## config.mk

```make
export PLATFORM = sky130hd
export DESIGN_NAME = ss_signed_decoder
export DESIGN_NICKNAME = d
export VERILOG_FILES = /design/src/rtl/ss_pkg.sv /design/src/rtl/ss_window_counter.sv /design/src/rtl/ss_signed_decoder.sv
export SDC_FILE = /design/constraint.sdc
export NUM_CORES = 1
export LEC_CHECK = 0
export CORE_UTILIZATION = 30
export CTS_BUF_LIST = sky130_fd_sc_hd__clkbuf_8
export CTS_CLUSTER_DIAMETER = 50
export DETAILED_ROUTE_END_ITERATION = 8
export SLEW_MARGIN = 20
export SYNTH_ARGS = -nofsm -noshare
export SYNTH_HDL_FRONTEND = slang
export SYNTH_SLANG_ARGS = --single-unit
export TNS_END_PERCENT = 5
```

## constraint.sdc

```tcl
create_clock -name CLK -period 2.2 [get_ports CLK]
set_input_delay 0.44 -clock CLK [delete_from_list [all_inputs] [get_ports CLK]]
set_output_delay 0.44 -clock CLK [all_outputs]
set_load 0.02 [all_outputs]
```

## src/rtl/ss_pkg.sv

```systemverilog
// Shared definitions for the signed stochastic datapath:
// decoder state encoding, result-width helper and sign-bit constants.
package ss_pkg;

    // Decoder control states
    typedef enum logic {
        IDLE  = 1'b0,
        ACCUM = 1'b1
    } ss_state_t;

    // Stochastic sign encoding carried on SIGN_IN
    localparam logic SS_POS = 1'b0;
    localparam logic SS_NEG = 1'b1;

    // Width needed to hold -2^window_bits .. +2^window_bits:
    // magnitude bits for 2^window_bits, plus one sign bit.
    function automatic int unsigned ss_out_w(input int unsigned window_bits);
        int unsigned span;
        span = (32'd1 << window_bits) + 32'd1;
        return $clog2(span) + 1;
    endfunction

endpackage

```

## src/rtl/ss_window_counter.sv

```systemverilog
// Sample counter for one decode window: synchronous clear, EN-qualified
// increment, wraps naturally at 2^WINDOW_BITS. terminal flags the EN cycle
// that carries the last sample of the window.
module ss_window_counter
    import ss_pkg::*;
#(
    parameter int unsigned WINDOW_BITS = 4
) (
    input  logic clk,
    input  logic init,
    input  logic clear,
    input  logic en,
    output logic terminal
);

    logic [WINDOW_BITS-1:0] count;

    // Count qualified samples; reset and clear take priority over counting
    always_ff @(posedge clk) begin
        if (init || clear) begin
            count <= '0;
        end else if (en) begin
            count <= count + 1'b1;
        end
    end

    // Last sample of the window is being presented this cycle
    always_comb begin
        terminal = en && (count == '1);
    end

endmodule

```

## src/rtl/ss_signed_decoder.sv

```systemverilog
// Signed stochastic-to-binary decoder. Integrates a sign-magnitude
// stochastic stream over 2^WINDOW_BITS qualified samples and presents the
// signed count on a VALID/READY handshake, with a sticky OVERRUN flag.
// Build option SS_DEC_SIGNMAG_EN: VALUE is sign-magnitude instead of
// two's complement.
module ss_signed_decoder
    import ss_pkg::*;
#(
    parameter int unsigned WINDOW_BITS = 4,
    parameter int unsigned OUT_W       = ss_out_w(WINDOW_BITS)
) (
    input  logic             CLK,
    input  logic             INIT,
    input  logic             START,
    input  logic             CONTINUOUS,
    input  logic             EN,
    input  logic             IN,
    input  logic             SIGN_IN,
    output logic [OUT_W-1:0] VALUE,
    output logic             VALID,
    input  logic             READY,
    output logic             BUSY,
    output logic             OVERRUN
);

    ss_state_t               state_q, state_d;
    logic signed [OUT_W-1:0] acc_q, acc_d;
    logic signed [OUT_W-1:0] delta, sum;
    logic [OUT_W-1:0]        value_q, value_d;
    logic                    valid_q, valid_d;
    logic                    overrun_q, overrun_d;
    logic                    cnt_clear, cnt_en, terminal;

    // Output encoding of a completed sum
`ifdef SS_DEC_SIGNMAG_EN
    function automatic logic [OUT_W-1:0] encode(input logic signed [OUT_W-1:0] v);
        logic [OUT_W-1:0] mag;
        // |v| never exceeds 2^WINDOW_BITS, so the magnitude MSB is always
        // clear and the sign can be ORed in; zero stays +0.
        mag = v[OUT_W-1] ? OUT_W'(-v) : OUT_W'(v);
        return mag | {v[OUT_W-1], {(OUT_W-1){1'b0}}};
    endfunction
`else
    function automatic logic [OUT_W-1:0] encode(input logic signed [OUT_W-1:0] v);
        return OUT_W'(v);
    endfunction
`endif

    ss_window_counter #(
        .WINDOW_BITS (WINDOW_BITS)
    ) u_window_counter (
        .clk      (CLK),
        .init     (INIT),
        .clear    (cnt_clear),
        .en       (cnt_en),
        .terminal (terminal)
    );

    // Signed contribution of the current sample; SIGN_IN ignored when IN=0
    always_comb begin
        delta = '0;
        if (IN) begin
            delta = (SIGN_IN == SS_NEG) ? '1 : {{(OUT_W-1){1'b0}}, 1'b1};
        end
        sum    = acc_q + delta;
        cnt_en = EN && (state_q == ACCUM);
    end

    // Next-state, accumulator and handshake logic
    always_comb begin
        state_d   = state_q;
        acc_d     = acc_q;
        value_d   = value_q;
        valid_d   = valid_q;
        overrun_d = overrun_q;
        cnt_clear = 1'b0;

        if (valid_q && READY) begin
            valid_d = 1'b0;
        end

        case (state_q)
            IDLE: begin
                if (START) begin
                    state_d   = ACCUM;
                    acc_d     = '0;
                    cnt_clear = 1'b1;
                end
            end
            ACCUM: begin
                if (EN) begin
                    acc_d = sum;
                end
                if (terminal) begin
                    value_d = encode(sum);
                    valid_d = 1'b1;
                    if (valid_q && !READY) begin
                        overrun_d = 1'b1;
                    end
                    acc_d   = '0;
                    state_d = CONTINUOUS ? ACCUM : IDLE;
                end
                // Restart wins over end-of-window state choice, but the
                // completed result above has already been captured.
                if (START) begin
                    state_d   = ACCUM;
                    acc_d     = '0;
                    cnt_clear = 1'b1;
                end
            end
            default: begin
                state_d = IDLE;
            end
        endcase
    end

    // State and result registers with synchronous reset
    always_ff @(posedge CLK) begin
        if (INIT) begin
            state_q   <= IDLE;
            acc_q     <= '0;
            value_q   <= '0;
            valid_q   <= 1'b0;
            overrun_q <= 1'b0;
        end else begin
            state_q   <= state_d;
            acc_q     <= acc_d;
            value_q   <= value_d;
            valid_q   <= valid_d;
            overrun_q <= overrun_d;
        end
    end

    // Registered outputs
    always_comb begin
        VALUE   = value_q;
        VALID   = valid_q;
        BUSY    = (state_q == ACCUM);
        OVERRUN = overrun_q;
    end

endmodule

```

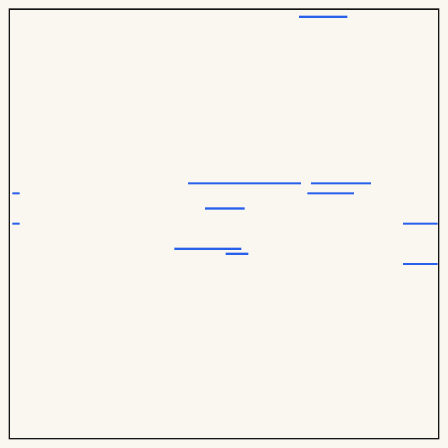
(images/layer_met3.png)
main direction = horizontal
longest straight run = 14.9 um

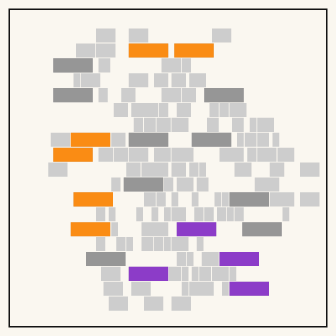
(images/flops_by_reg.png)
Other sequential cells in the stronger grey, the rest of the logic in the fainter grey.
purple -> u_window_counter.count  # sequential cells 4
orange -> VALUE  # sequential cells 6
not coloured = 9

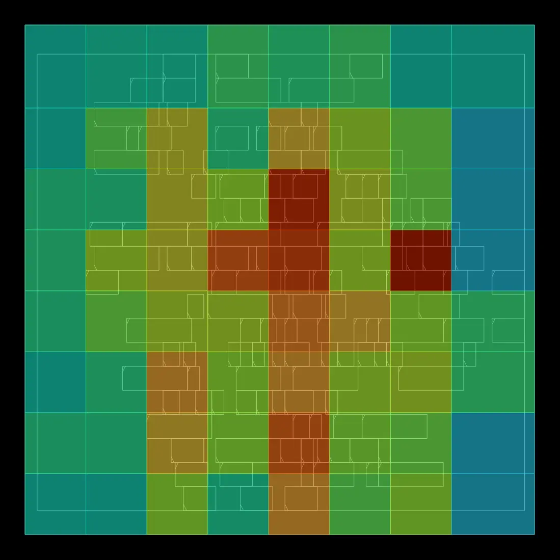
(images/congestion.png)
Total GRT Usage: 0.137
routing usage on met2: 0.221
met1 Usage GRT: 0.172
busiest layer in global routing: met2
drt wl/cell: 13.1 um

==> results.txt <==
yosys + openroad results -> outcome=finished clean, Rows=19, top post-synthesis cells by area=dfxtp_1 (41%), nand2_1 (5.6%), a21oi_1 (4.8%), ha_1 (4.0%), nand3_1 (3.8%), Core ar.=0.00285 sq mm, cts bufs inserted=3, Multiplexer share=0.0215, register share after synthesis=0.409, drt pass-1 iters=4, Synth area leader=dfxtp_1, critical path arrival=between 2 and 2.5 ns, R2R Path Start=u_window_counter.count[0], die width=57.7 um, clk latency late pin=roughly 0.25 ns, I/O Pins=17, r2r endpoint=VALUE[3], PwrDens=543 mW/mm^2, vias=~840, class of the worst hold path=flip-flop to flip-flop, chip area in the Yosys report=931 sq um, crit path launch=IN, P_leak=0.424 nW, Critical Path Max Stage Delay=0.50 ns, crit path DRT=2.35 ns, Pre-Place Util=0.326, WHS Endpoint=acc_q[0], first-pass GRT wire length=3480 um, Nets=141, Fmax=496 MHz, max-slew violation count=0, total power=roughly 0.65 mW, yosys cell count=109, largest net degree at the start of global routing=14, Worst Skew=0.00120 ns, Port Buffers=16, Final ANT Viol Nets=0, Reg2Reg Depth=5, CP endpoint=acc_q[2], Resized cells post-CTS=0, count of tool warnings=26, Layout area overhead=28.5%, Distinct cells, synth=36, Worst Max-Slew Pin Slew=0.427 ns, Critical Path Sink Type=flip-flop, Adder Area Share=0.0403, initial antenna violation count=0, CP max-delay cell=clkdlybuf4s50_1
==> cell type report <==
class | count | area (sq um)
Fill cell | 288 | 1660
Multi-Input combinational cell | 82 | 519
Sequential cell | 19 | 380
Timing Repair Buffer | 22 | 205
Clock buffer | 3 | 41.3
Tap cell | 31 | 38.8
Inverter | 2 | 7.51
Clock inverter | 1 | 3.75
==> cell usage after synthesis, drive strengths merged, types with 2 or more instances <==
cell type and number:
nor2 8, or2 3, dfxtp 19, inv 2, nor3b 2, ha 3, o21ai 3, a32oi 2
or4 3, nand2 14, nand3b 3, and2 3, clkbuf 5, a21oi 9, xor2 3, nand3 8
xnor2 2, nand4b 2, nand4 2, mux2i 2
==> report_power, final <==
group | total (mW) | switching [mW] | leakage [nW] | internal (mW)
sequential | 0.351 | 0.00382 | 0.153 | 0.347
clock | 0.239 | 0.115 | 0.0269 | 0.124
combinational | 0.0601 | 0.0305 | 0.244 | 0.0297
==> routing by layer <==
layer,global-route usage,part of all wire,up-vias,wire length [um]
met3,0.0290,0.029,2,61
met1,0.172,0.50,390,1040
met5,0,0,-,0
li1,-,-,432,-
met2,0.221,0.46,16,972
met4,0.0714,0.010,0,22
==> registers in the layout (all words and copies together), names as in the netlist <==
name	count
VALUE	6
VALID	1
acc_q	6
BUSY	1
OVERRUN	1
u_window_counter.count	4
==> worst max-delay path, delay by kind of cell <==
family          cells  cell delay, ns
simple gates        2            0.16
xor+xnor            2            0.31
fa+ha+maj           1            0.24
mux                 1            0.18
buf+inv             1            0.50
compound gates      1            0.33
==> metrics by stage <==
stage / hold WS, ns / cells
finish: 0.463 / 160
global placement: 0.451 / 156
floorplan: 0.436 / 109
global route: 0.500 / 160
detailed placement: 0.455 / 156
CTS: 0.465 / 160
Power is estimated from default activity; no workload was simulated.
